Power grid:
The bar under the picture is 20 um long. Pins as bars on the die edge.
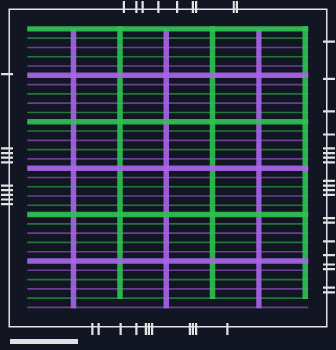
Cell classes on the final placement:
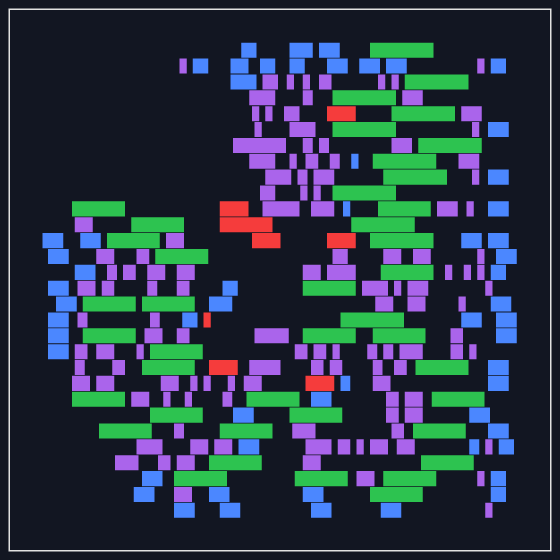
Clock wires, drivers and flops:
The bar under the picture is 20 um long.
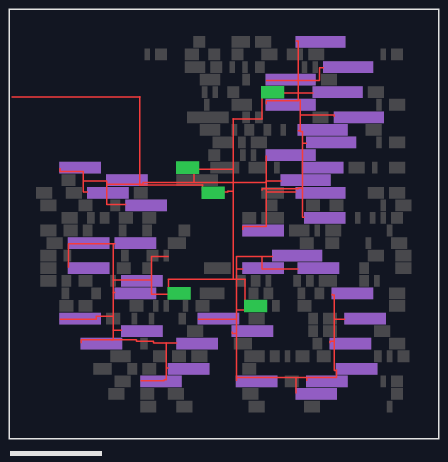
Routed metal, one color a layer:
The bar under the picture is 20 um long.
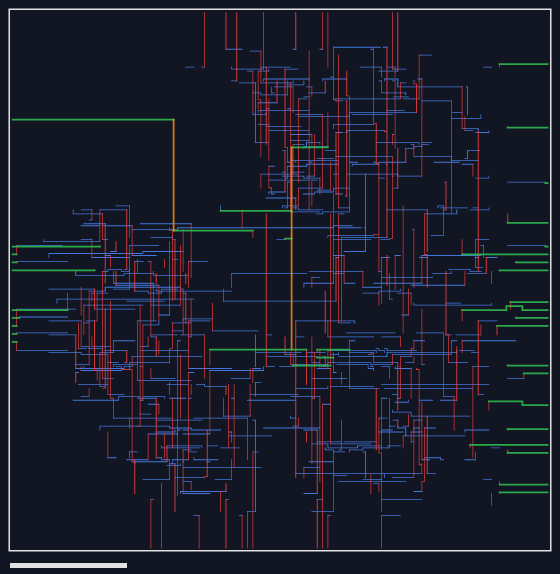
Clock routing:
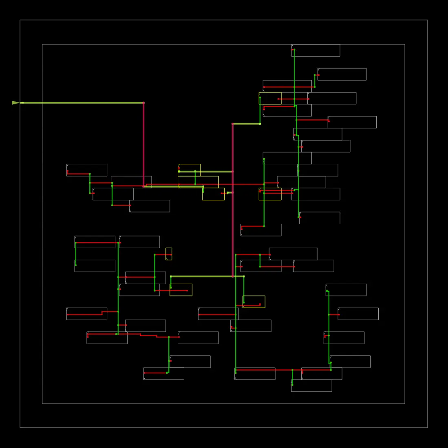
Design alu_ctrl_encoder, sky130hd; sources not shown.
==> summary.txt <==
Summary of implementation figures.

Yosys
Per the post-synthesis report, the number of cells in the design is 175. For reference, the top cells by count after synthesis are 29 x sky130_fd_sc_hd__dfrtp_1, 18 x sky130_fd_sc_hd__xnor2_1, 12 x sky130_fd_sc_hd__edfxtp_1, 12 x sky130_fd_sc_hd__nor2_1, 10 x sky130_fd_sc_hd__nand2_1. In this run, the synthesized area fraction spent on and/or/nand/nor cells is recorded as between 10% and 20%. The yosys stat cell total is approximately 180. Sorting the Yosys area breakdown by cell type puts at the top sky130_fd_sc_hd__dfrtp_1.

Per the synthesis report, the XOR/XNOR share of the synthesized area is a little over a tenth. Of the combinational cells, the family taking the most area is simple AND/OR/NAND/NOR gates. The mapped netlist covers roughly 2000 um^2. The synthesized netlist devotes under 10% of its cell area to adder and majority cells. In the post-synthesis netlist, the biggest area contributors are sky130_fd_sc_hd__dfrtp_1 35%, sky130_fd_sc_hd__edfxtp_1 18%, sky130_fd_sc_hd__xnor2_1 7.7%.

The fraction of post-synthesis cell area in the top cell type by area is a little over a third. The synthesized area per cell is ~12 um^2. The gate-level netlist out of Yosys references 35 unique cell types. The number of enable-type register cells in the synthesized netlist is 12. The most common cell in the synthesized netlist is sky130_fd_sc_hd__dfrtp_1.

The aoi/oai-family share of the synthesized area is around 5.4%.

Routing
The highest signal layer in the routed design is met4. Per the detail_route report, vias per standard cell equal about 4.7. The first-pass iteration count of the detailed router is 4. The wire length on met3 is ~290 um.

Finish
The layout buffering overhead excluding clock cells is approximately a fifth. The tally of filler cells in the layout is about 750. The final layout contains roughly 250 nets. The finished layout cell area is 2730 um^2. The top logic cell by instance count in the layout is sky130_fd_sc_hd__clkdlybuf4s50_1. The flip-flop count of the largest register after layout is 16. The number of multi-input logic gates is 120. The top cell types in the final layout, fill and taps aside, are 38 x sky130_fd_sc_hd__clkdlybuf4s50_1, 29 x sky130_fd_sc_hd__dfrtp_1, 18 x sky130_fd_sc_hd__xnor2_1.

Multi-input gates account for 32.45% of the area. The area-dominant cell class after layout is sequential cells.

Timing
The critical path in the final layout is reported with a setup slack of roughly 0.20 ns. Per the final timing report, the hold violations number 0. Adding up every negative setup slack in the final design gives 0 ns. In the final report, the number of pins over their slew limit comes to 0. The worst hold margin is 0.1770 ns. The transition time of the tightest slew-check pin is 0.6490 ns. Checking max transition, the worst relative margin is 56.74%. The shortest period the worst path allows is 2.300 ns. Setup repair after global routing left no endpoint under its margin. OpenROAD reports that the post-layout worst path occupies between 90% and 100% of the period. The last timing report of the flow puts the setup violation total at 0. The highest clock rate is between 400 and 500 MHz.

Critical path
The start-to-end type of the worst setup path is reg2out. The buffers plus inverters on the worst setup path is 2. The critical path goes through nor2_1 > inv_1 > clkdlybuf4s50_1. The cell depth of the worst flop-to-flop path is 6. At the worst endpoint, the arrival time is 1.75 ns. The largest incremental delay on the critical path is 0.55 ns. For flop-to-flop paths, the worst setup slack is 0.69 ns. The element type at the critical path start is a flop.

CTS
The number of gates resized after CTS was 6. The CTS tree is done. The maximum level of the CTS H-tree is 2. The clock edge transition at the registers on the reported setup and hold paths is 0.08 ns. Looking at the post-CTS report, the setup buffer insertion count equals 4. Per the CTS log, the root buffer master is sky130_fd_sc_hd__clkbuf_8.

Run
Max-cap violations in this run came to 0.

Power and ir drop
The leakage component of the power was reported as approximately 0.0012 uW. Internal power comes to 1533 uW. The script computed a power per unit cell area of roughly 860 nW/um^2. The combinational power reported by the tool is between 800 and 900 uW.

The power report shows net switching accounting for a little over a third of the total. In this run, the combinational gates consume roughly 37% of the power. The sequential power is between 900 and 1000 uW.

The design draws ~2400 uW.

Outcome
The run finished with clean final reports.

GRT
The number of global-route vias before repair came to roughly 1500. The global-route layer with the greatest usage is met2. The number of antenna violations at the first check in global routing is 0. The global route stage reports its total congestion overflow as 0. The met2 demand-to-capacity share in global routing is between 10% and 20%. On met1, the global router reports a usage of approximately 13%.

The pin count of the biggest net entering global routing is 30.

Placed design
At the end of routability-driven placement, the weighted congestion stood at roughly 0.73. As logged by OpenROAD, the buffers inserted on ports number between 40 and 50.

Die
The horizontal die dimension is ~93 um. The number of primary I/O pins is 50. The effective utilization at floorplan is between 30% and 40%.

Worst hold path
The type of the most critical hold path is in2async.
Back to the opening pictures, 'power grid':
| color | net |
|---|---|
| green | VDD |
| purple | VSS |
rows: 30
signal pins: 50
met4 straps: 6
met5 straps: 6
met1 rails: 31
worst vdd ir: 0.0002387 V
die y size: 92.58 um

Back to the opening pictures, 'cell classes on the final placement':
| color | class | cells | share of their area |
|---|---|---|---|
| purple | all other logic | 126 | 35% |
| red | clock drivers and dummy loads | 8 | 4.2% |
| green | flip-flops | 41 | 41% |
| blue | other buffers and delay cells | 57 | 20% |
total number of placement rows: 30
core area: 6719 um^2
sequential share of cell area: 39.78%
final core utilization: 40.63%

Back to the opening pictures, 'clock wires, drivers and flops':
[purple] flip-flops | count: 41
[green] cells driving clock nets | count: 5
[red] clock wires | length: 556 um
routed clock nets: 6
clock network latency to the later pin of the worst-skew pair: 0.29 ns
Power Clock: 514 uW
proportion of power drawn by the clock network: 21.9%

Back to the opening pictures, 'routed metal, one color a layer':
| color | layer | wire length |
|---|---|---|
| red | met2 | 2030 um |
| blue | met1 | 1850 um |
| orange | met4 | 53.7 um |
| green | met3 | 288 um |
total global routing track utilization: 10.38%
vias after detailed routing: 1462
detailed-route wire length per cell: 13.54 um
total detailed-routing wirelength: 4226 um

Back to the opening pictures, 'clock routing':
tally of clock buffers in the finished layout: 8
TritonCTS buffer count: 5
flip-flop and latch count: 41
CTS sink cnt: 41

No activity file was given, so power comes from the tool's default toggle rates.
